<file path="config.mk">
export PLATFORM = sky130hd
export DESIGN_NAME = regfile_write_arbiter_flat
export DESIGN_NICKNAME = d
export VERILOG_FILES = /design/src/rtl/regfile_write_arbiter_pkg.sv /design/src/rtl/regfile_write_arbiter_if.sv /design/src/rtl/regfile_write_arbiter_starve_counter.sv /design/src/rtl/regfile_write_arbiter.sv /design/src/flat_wrapper.sv
export SDC_FILE = /design/constraint.sdc
export NUM_CORES = 1
export LEC_CHECK = 0
export CORE_MARGIN = 10
export CORE_UTILIZATION = 40
export CTS_CLUSTER_DIAMETER = 60
export DETAILED_ROUTE_END_ITERATION = 6
export PLACE_DENSITY_LB_ADDON = 0.12
export SLEW_MARGIN = 20
export SYNTH_ARGS = -nofsm -noshare
export SYNTH_HDL_FRONTEND = slang
export SYNTH_SLANG_ARGS = --single-unit
</file>
<file path="constraint.sdc">
create_clock -name Clk -period 1.96 [get_ports Clk]
set_input_delay 0.294 -clock Clk [delete_from_list [all_inputs] [get_ports Clk]]
set_output_delay 0.294 -clock Clk [all_outputs]
set_load 0.03 [all_outputs]
</file>
<file path="src/rtl/regfile_write_arbiter_pkg.sv">
// ---------------------------------------------------------------------------
// regfile_arb_pkg
//   Shared types and constants for the register-file write arbiter.
//   - arb_state_t : arbiter FSM state (NORMAL, FORCE_B)
//   - REG_ADDR_W  : register address width
//   - DATA_W      : register data width
//   - REG_ZERO    : hard-wired zero register; writes to it are suppressed
//   - CNT_W       : width of the starvation counter (covers limits 1..15)
//   - read_hazard : true when a read address hits the pending write
// ---------------------------------------------------------------------------
package regfile_arb_pkg;

    localparam int REG_ADDR_W = 5;
    localparam int DATA_W     = 32;
    localparam int CNT_W      = 4;

    localparam logic [REG_ADDR_W-1:0] REG_ZERO = 5'd0;

    typedef enum logic {
        NORMAL  = 1'b0,
        FORCE_B = 1'b1
    } arb_state_t;

    // A read is stale while the registered write is still waiting to commit.
    // The zero register never holds written data, so it can never be stale.
    function automatic logic read_hazard(
        input logic                  wr_en,
        input logic [REG_ADDR_W-1:0] rd_reg,
        input logic [REG_ADDR_W-1:0] wr_reg
    );
        return wr_en && (rd_reg == wr_reg) && (wr_reg != REG_ZERO);
    endfunction

endpackage

</file>
<file path="src/rtl/regfile_write_arbiter_if.sv">
// ---------------------------------------------------------------------------
// regfile_write_arbiter_if
//   Bundles the two write requesters, the register-file write port and the
//   read-address snoop / hazard flags.
//
//   Handshake: a request transfers only on a cycle where Valid and Ready are
//   both 1; the requester keeps Valid, Reg and Data stable until that cycle.
//   Ready is combinational and may depend on the other requester's Valid.
//
//   Modports:
//   - slave  : arbiter view (requests and read addresses in, readies,
//              write port and hazards out)
//   - master : environment view (the opposite directions)
// ---------------------------------------------------------------------------
interface regfile_write_arbiter_if;
    import regfile_arb_pkg::*;

    // Requester A: pipeline writeback
    logic                  A_Valid;
    logic [REG_ADDR_W-1:0] A_Reg;
    logic [DATA_W-1:0]     A_Data;
    logic                  A_Ready;

    // Requester B: multicycle SAD unit
    logic                  B_Valid;
    logic [REG_ADDR_W-1:0] B_Reg;
    logic [DATA_W-1:0]     B_Data;
    logic                  B_Ready;

    // Write port to RegisterFile
    logic                  RegWrite;
    logic [REG_ADDR_W-1:0] WriteRegister;
    logic [DATA_W-1:0]     WriteData;

    // Read-address snoop and stale-read flags
    logic [REG_ADDR_W-1:0] ReadRegister1;
    logic [REG_ADDR_W-1:0] ReadRegister2;
    logic                  Hazard1;
    logic                  Hazard2;

    modport slave (
        input  A_Valid, A_Reg, A_Data,
        input  B_Valid, B_Reg, B_Data,
        input  ReadRegister1, ReadRegister2,
        output A_Ready, B_Ready,
        output RegWrite, WriteRegister, WriteData,
        output Hazard1, Hazard2
    );

    modport master (
        output A_Valid, A_Reg, A_Data,
        output B_Valid, B_Reg, B_Data,
        output ReadRegister1, ReadRegister2,
        input  A_Ready, B_Ready,
        input  RegWrite, WriteRegister, WriteData,
        input  Hazard1, Hazard2
    );

endinterface

</file>
<file path="src/rtl/regfile_write_arbiter_starve_counter.sv">
// ---------------------------------------------------------------------------
// starve_counter
//   Counts consecutive cycles in which requester B was refused.
//
//   Ports:
//   - Clk, Reset_n : clock, asynchronous active-low reset
//   - inc          : B was refused this cycle
//   - clr          : B transferred, or gave up while being forced
//   - at_limit     : this increment makes the count reach LIMIT
//   - count        : current count (debug visibility)
// ---------------------------------------------------------------------------
module starve_counter
    import regfile_arb_pkg::*;
#(
    parameter int unsigned LIMIT = 4
) (
    input  logic             Clk,
    input  logic             Reset_n,
    input  logic             inc,
    input  logic             clr,
    output logic             at_limit,
    output logic [CNT_W-1:0] count
);

    localparam logic [CNT_W-1:0] LIMIT_M1 = CNT_W'(LIMIT - 1);

    logic [CNT_W-1:0] cnt_q;
    logic [CNT_W-1:0] cnt_d;

    // Flag on the increment itself so the FSM switches on the same edge at
    // which the count lands on LIMIT.
    assign at_limit = inc && (cnt_q == LIMIT_M1);
    assign count    = cnt_q;

    always_comb begin
        cnt_d = cnt_q;
        if (clr) begin
            cnt_d = '0;
        end else if (inc) begin
            cnt_d = cnt_q + 1'b1;
        end
    end

    always_ff @(posedge Clk or negedge Reset_n) begin
        if (!Reset_n) begin
            cnt_q <= '0;
        end else begin
            cnt_q <= cnt_d;
        end
    end

endmodule

</file>
<file path="src/rtl/regfile_write_arbiter.sv">
// ---------------------------------------------------------------------------
// regfile_write_arbiter
//   Arbitrates two write requesters onto the single register-file write
//   port. A (pipeline writeback) has fixed priority; B (SAD unit) is forced
//   through after STARVE_LIMIT consecutive refusals. The accepted request is
//   registered (one cycle latency) and read addresses are snooped to flag
//   reads that would return a stale value while that write is pending.
//
//   Ports:
//   - Clk, Reset_n     : clock, asynchronous active-low reset
//   - bus              : requesters, write port, read snoop, hazard flags
//   - dbg_state_o      : current FSM state
//   - dbg_starve_cnt_o : current starvation count
// ---------------------------------------------------------------------------
module regfile_write_arbiter
    import regfile_arb_pkg::*;
#(
    parameter int unsigned STARVE_LIMIT = 4
) (
    input  logic                         Clk,
    input  logic                         Reset_n,
    regfile_write_arbiter_if.slave       bus,
    output arb_state_t                   dbg_state_o,
    output logic [CNT_W-1:0]             dbg_starve_cnt_o
);

    arb_state_t            state_q, state_d;
    logic                  reg_write_q, reg_write_d;
    logic [REG_ADDR_W-1:0] wr_reg_q, wr_reg_d;
    logic [DATA_W-1:0]     wr_data_q, wr_data_d;

    logic a_ready, b_ready;
    logic a_xfer, b_xfer;
    logic starve_inc, starve_clr, starve_at_limit;

    // Readies depend only on state and the other side's Valid. Reset drives
    // the state to NORMAL asynchronously, so readies follow NORMAL during
    // reset while the registers ignore every edge.
    assign a_ready = (state_q == NORMAL);
    assign b_ready = (state_q == NORMAL) ? !bus.A_Valid : 1'b1;

    assign a_xfer = bus.A_Valid && a_ready;
    assign b_xfer = bus.B_Valid && b_ready;

    assign starve_inc = (state_q == NORMAL) && bus.B_Valid && !b_ready;
    assign starve_clr = b_xfer || ((state_q == FORCE_B) && !bus.B_Valid);

    starve_counter #(
        .LIMIT (STARVE_LIMIT)
    ) u_starve_counter (
        .Clk      (Clk),
        .Reset_n  (Reset_n),
        .inc      (starve_inc),
        .clr      (starve_clr),
        .at_limit (starve_at_limit),
        .count    (dbg_starve_cnt_o)
    );

    // Next state and next write-port contents. The readies make a_xfer and
    // b_xfer mutually exclusive, so the order of the if/else is only for
    // clarity.
    always_comb begin
        state_d     = state_q;
        reg_write_d = 1'b0;
        wr_reg_d    = wr_reg_q;
        wr_data_d   = wr_data_q;

        unique case (state_q)
            NORMAL: begin
                if (starve_at_limit) begin
                    state_d = FORCE_B;
                end
            end
            FORCE_B: begin
                // Leave once B has gone through or has withdrawn.
                if (b_xfer || !bus.B_Valid) begin
                    state_d = NORMAL;
                end
            end
            default: state_d = NORMAL;
        endcase

        // Zero-register requests still complete the handshake but never
        // assert the write enable.
        if (a_xfer) begin
            reg_write_d = (bus.A_Reg != REG_ZERO);
            wr_reg_d    = bus.A_Reg;
            wr_data_d   = bus.A_Data;
        end else if (b_xfer) begin
            reg_write_d = (bus.B_Reg != REG_ZERO);
            wr_reg_d    = bus.B_Reg;
            wr_data_d   = bus.B_Data;
        end
    end

    always_ff @(posedge Clk or negedge Reset_n) begin
        if (!Reset_n) begin
            state_q     <= NORMAL;
            reg_write_q <= 1'b0;
            wr_reg_q    <= REG_ZERO;
            wr_data_q   <= '0;
        end else begin
            state_q     <= state_d;
            reg_write_q <= reg_write_d;
            wr_reg_q    <= wr_reg_d;
            wr_data_q   <= wr_data_d;
        end
    end

    assign bus.A_Ready       = a_ready;
    assign bus.B_Ready       = b_ready;
    assign bus.RegWrite      = reg_write_q;
    assign bus.WriteRegister = wr_reg_q;
    assign bus.WriteData     = wr_data_q;

    assign bus.Hazard1 = read_hazard(reg_write_q, bus.ReadRegister1, wr_reg_q);
    assign bus.Hazard2 = read_hazard(reg_write_q, bus.ReadRegister2, wr_reg_q);

    assign dbg_state_o = state_q;

endmodule

</file>
<file path="src/flat_wrapper.sv">
// flat-port wrapper written by rule: the top's interface ports become plain ports
module regfile_write_arbiter_flat import regfile_arb_pkg::*;
#(
    parameter int unsigned STARVE_LIMIT = 4
)
  (Clk, Reset_n, dbg_state_o, dbg_starve_cnt_o, bus_A_Valid, bus_A_Reg, bus_A_Data, bus_B_Valid, bus_B_Reg, bus_B_Data, bus_ReadRegister1, bus_ReadRegister2, bus_A_Ready, bus_B_Ready, bus_RegWrite, bus_WriteRegister, bus_WriteData, bus_Hazard1, bus_Hazard2);
  regfile_write_arbiter_if bus_i ();
  input  logic Clk;
  input  logic Reset_n;
  output arb_state_t dbg_state_o;
  output logic [CNT_W-1:0] dbg_starve_cnt_o;
  input wire logic [$bits(bus_i.A_Valid)-1:0] bus_A_Valid;
  input wire logic [$bits(bus_i.A_Reg)-1:0] bus_A_Reg;
  input wire logic [$bits(bus_i.A_Data)-1:0] bus_A_Data;
  input wire logic [$bits(bus_i.B_Valid)-1:0] bus_B_Valid;
  input wire logic [$bits(bus_i.B_Reg)-1:0] bus_B_Reg;
  input wire logic [$bits(bus_i.B_Data)-1:0] bus_B_Data;
  input wire logic [$bits(bus_i.ReadRegister1)-1:0] bus_ReadRegister1;
  input wire logic [$bits(bus_i.ReadRegister2)-1:0] bus_ReadRegister2;
  output wire logic [$bits(bus_i.A_Ready)-1:0] bus_A_Ready;
  output wire logic [$bits(bus_i.B_Ready)-1:0] bus_B_Ready;
  output wire logic [$bits(bus_i.RegWrite)-1:0] bus_RegWrite;
  output wire logic [$bits(bus_i.WriteRegister)-1:0] bus_WriteRegister;
  output wire logic [$bits(bus_i.WriteData)-1:0] bus_WriteData;
  output wire logic [$bits(bus_i.Hazard1)-1:0] bus_Hazard1;
  output wire logic [$bits(bus_i.Hazard2)-1:0] bus_Hazard2;
  assign bus_i.A_Valid = bus_A_Valid;
  assign bus_i.A_Reg = bus_A_Reg;
  assign bus_i.A_Data = bus_A_Data;
  assign bus_i.B_Valid = bus_B_Valid;
  assign bus_i.B_Reg = bus_B_Reg;
  assign bus_i.B_Data = bus_B_Data;
  assign bus_i.ReadRegister1 = bus_ReadRegister1;
  assign bus_i.ReadRegister2 = bus_ReadRegister2;
  assign bus_A_Ready = bus_i.A_Ready;
  assign bus_B_Ready = bus_i.B_Ready;
  assign bus_RegWrite = bus_i.RegWrite;
  assign bus_WriteRegister = bus_i.WriteRegister;
  assign bus_WriteData = bus_i.WriteData;
  assign bus_Hazard1 = bus_i.Hazard1;
  assign bus_Hazard2 = bus_i.Hazard2;
  regfile_write_arbiter #(.STARVE_LIMIT(STARVE_LIMIT)) u_core (.Clk(Clk), .Reset_n(Reset_n), .bus(bus_i), .dbg_state_o(dbg_state_o), .dbg_starve_cnt_o(dbg_starve_cnt_o));
endmodule
</file>
==> reports/results.ini <==
[worst_setup_path]
timing.critical_path.slowest_stage_cell=sky130_fd_sc_hd__or4_1
cp.buffers_inverters=1
worst-setup-path-type=register to output port
timing.critical_path.depth=4
setup.worst_path.end_class=output port
cp_slowest_stage_delay_ps=540
worstPathCellList=or4_1 -> nor2_2 -> nor4_1 -> buf_4
worst_setup_path_start_kind=register
reg2reg_to=u_core.bus.WriteData[10]
path_max_fanout=4
crit_family=simple AND/OR/NAND/NOR gates
timing.reg2reg.worst_path_depth=4

[final_timing]
setup_viol=0
layout_min_cycle_time_ps=1900
worst_pin_slew_ps=683
final_critical_path_setup_slack_ps=63.5
timing.fmax_mhz=527
finalClockSkew_ps=8.57
setup_repair_after_global_routing_missed_its_margin=false
final.setup.tns_ps=0
timing.max_slew.rel_slack_pct=54.5

[layout]
syn_to_final_growth_pct=69.6
layout_top_cell_excl_fill_tap=sky130_fd_sc_hd__clkdlybuf4s50_1
lay_top_cells=sky130_fd_sc_hd__clkdlybuf4s50_1 (129), sky130_fd_sc_hd__nand2_1 (41), sky130_fd_sc_hd__dfrtp_1 (41)
fin_nets=434
final_instance_count_excl_fillers=415

[placed_design]
dpl_worst_slack_ps=21.5
last_weighted_congestion_value_of_the_routability_driven_placer=0.813
post_dp_cell_area_mm2=0.00354
place.detailed.instances=406

[clock_tree]
clock.latency.late_pin_ps=290
cts.sinks=43
htreeDepth=2
tritoncts.num_buffers=5

[logic_synthesis]
postSynthRegisterBits=43
syn_inst=210
ys_warn_count=0
postSynthNetCount=299

[hold_path]
worstHoldPathType=primary input to async pin

[routing]
topRoutingLayerUsed=met4
firstDrtPassIters=4
vias=1984
postRouteWirelength_um=6860
detailedRoute.firstIterationViolations=93
detail-route-antenna-nets=0

[grt]
initial_antenna_violation_count=0
first_global_vias=2043
gr-usage-all-layers_pct=15.1

[power]
finalPower_mw=2.41
cellPowerDensity_mw_per_mm2=660

[run_status]
run_status=completed

power by group:
group	total [mW]	switching, mW	internal [mW]
Sequential	1.04	0.0646	0.973
Clock	0.567	0.290	0.277
Combinational	0.804	0.392	0.412
Total	2.41	0.746	1.66
cell type report:
type                            count  area [um^2]
Clock inverter                      1         5.00
Fill cell                         424         1520
Clock buffer                        6         82.6
Timing Repair Buffer              141         1410
Inverter                            3         11.3
Sequential cell                    43         1080
Multi-Input combinational cell    151          977
Tap cell                           70         87.6
worst max-delay path by stage:
stage / startpoint / end / slack (ps)
global placement: bus_A_Valid / bus_B_Ready / 60
detailed placement: bus_A_Valid / bus_B_Ready / 20
CTS: u_core.bus.WriteRegister[0] / bus_Hazard1 / 20
global route: u_core.bus.WriteRegister[0] / bus_Hazard1 / 10
finish: u_core.bus.WriteRegister[0] / bus_Hazard1 / 60
floorplan: u_core.bus.WriteRegister[0] / bus_Hazard1 / -130
sequential cells by signal (all words and copies together) (netlist names):
| name | count |
|---|---|
| u_core.dbg_state_o | 1 |
| u_core.bus.WriteData | 32 |
| u_core.u_starve_counter.count | 4 |
| u_core.bus.WriteRegister | 5 |
| u_core.bus.RegWrite | 1 |
cells by family after synthesis:
| family | synth area share, % |
|---|---|
| compound gates | 10.5 |
| xor+xnor | 4.07 |
| fa+ha+maj | 0.581 |
| buf+inv | 4.65 |
| flops | 50.0 |
| mux | 17.2 |
| simple gates | 13.0 |
synthesized netlist by cell type:
cell                       instances  area share [%]
sky130_fd_sc_hd__o21ai_0           1            0.23
sky130_fd_sc_hd__mux2i_1          37              17
sky130_fd_sc_hd__clkbuf_4          1            0.35
sky130_fd_sc_hd__buf_6             3             1.6
sky130_fd_sc_hd__o21ai_1          40             9.3
sky130_fd_sc_hd__and2b_4           1            0.46
sky130_fd_sc_hd__dfrtp_1          43              50
sky130_fd_sc_hd__a31oi_1           1            0.29
sky130_fd_sc_hd__xor2_1            4             1.6
sky130_fd_sc_hd__xnor2_1           6             2.4
sky130_fd_sc_hd__and3_1            1            0.29
sky130_fd_sc_hd__nor4_2            1            0.58
sky130_fd_sc_hd__nand2_1          41             7.1
sky130_fd_sc_hd__nor2b_1           1            0.29
sky130_fd_sc_hd__nand3b_1          2            0.70
sky130_fd_sc_hd__ha_1              1            0.58
sky130_fd_sc_hd__a21oi_1           3            0.70
sky130_fd_sc_hd__inv_2             1            0.17
sky130_fd_sc_hd__nor2_2            1            0.29
sky130_fd_sc_hd__buf_4             2            0.70
sky130_fd_sc_hd__nand3_1           1            0.23
sky130_fd_sc_hd__inv_1             2            0.35
sky130_fd_sc_hd__nor4_1            2            0.58
sky130_fd_sc_hd__buf_2             5             1.2
sky130_fd_sc_hd__clkbuf_1          2            0.35
sky130_fd_sc_hd__nand4b_1          2            0.81
sky130_fd_sc_hd__or4_1             3             1.0
sky130_fd_sc_hd__nand4_1           2            0.58
timing repair:
item                                    in CTS  in global routing
endpoints found under the setup margin       0                  3
buffers inserted                             0                  1
resized                                      0                  3
hold buffers                                 1                  0
hold endpoints to repair                    21                  0
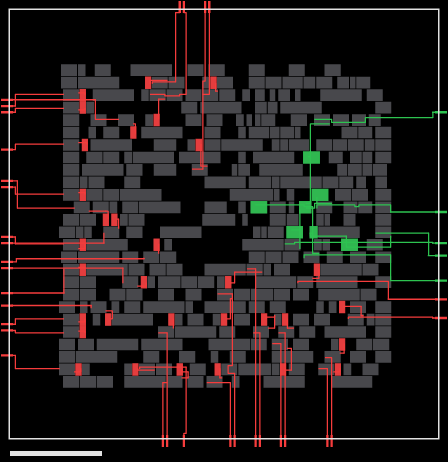
(nets reached from selected ports)
Scale bar: 20 um.
colour	port	bits	direction	end cells	buffers	wire
green	`bus_B_Reg`	5	input	7	5	233 um
red	`bus_A_Data`	32	input	32	32	797 um
IO Port Bufs: 134
number of primary I/O pins: 135

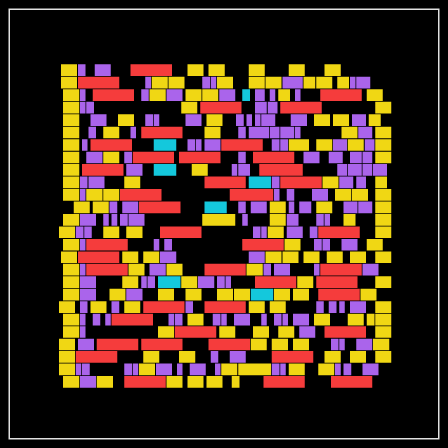
(placement by cell class)
colour	class	cells
purple	combinational and other logic	154
yellow	other buffers and delay cells	141
red	flops	43
cyan	clock drivers and dummy loads	7
Std-Cell Core Area: 0.00517 mm^2
final cell area excluding filler cells: 0.00365 mm^2

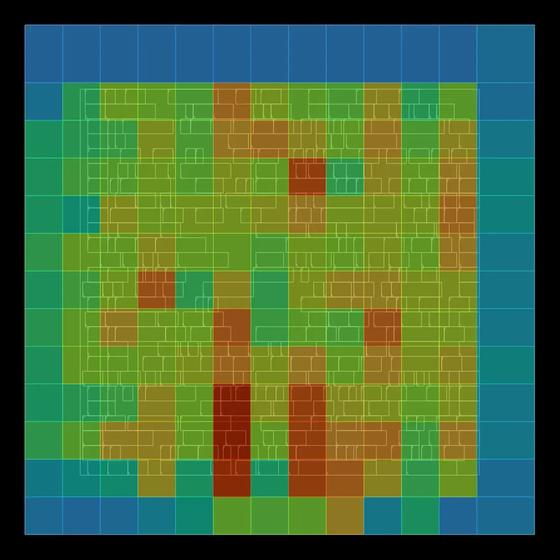
(track usage over the die)
Routed wire per std cell: 16.5 um
Finished Core Util: 70.6%
global routing met1 resource utilization: 17.6%
met3 Use GR: 7.75%

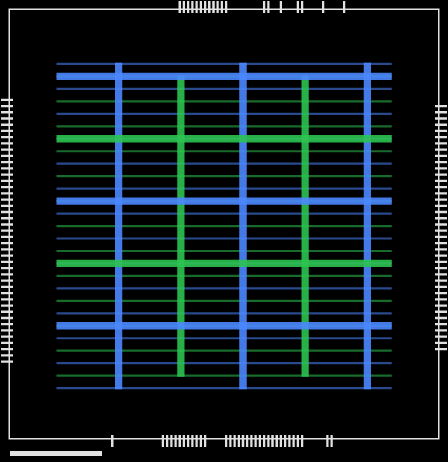
(PDN straps and rails)
Scale bar: 20 um. Pins as bars on the die edge.
colour	net
green	VDD
blue	VSS
met5 straps	5
met4 straps	5
met1 rails	27
maximum VDD drop: 0.368 mV
DIE WIDTH: 93.4 um
floorplan die height: 93.4 um

Power and IR drop assume default switching activity.
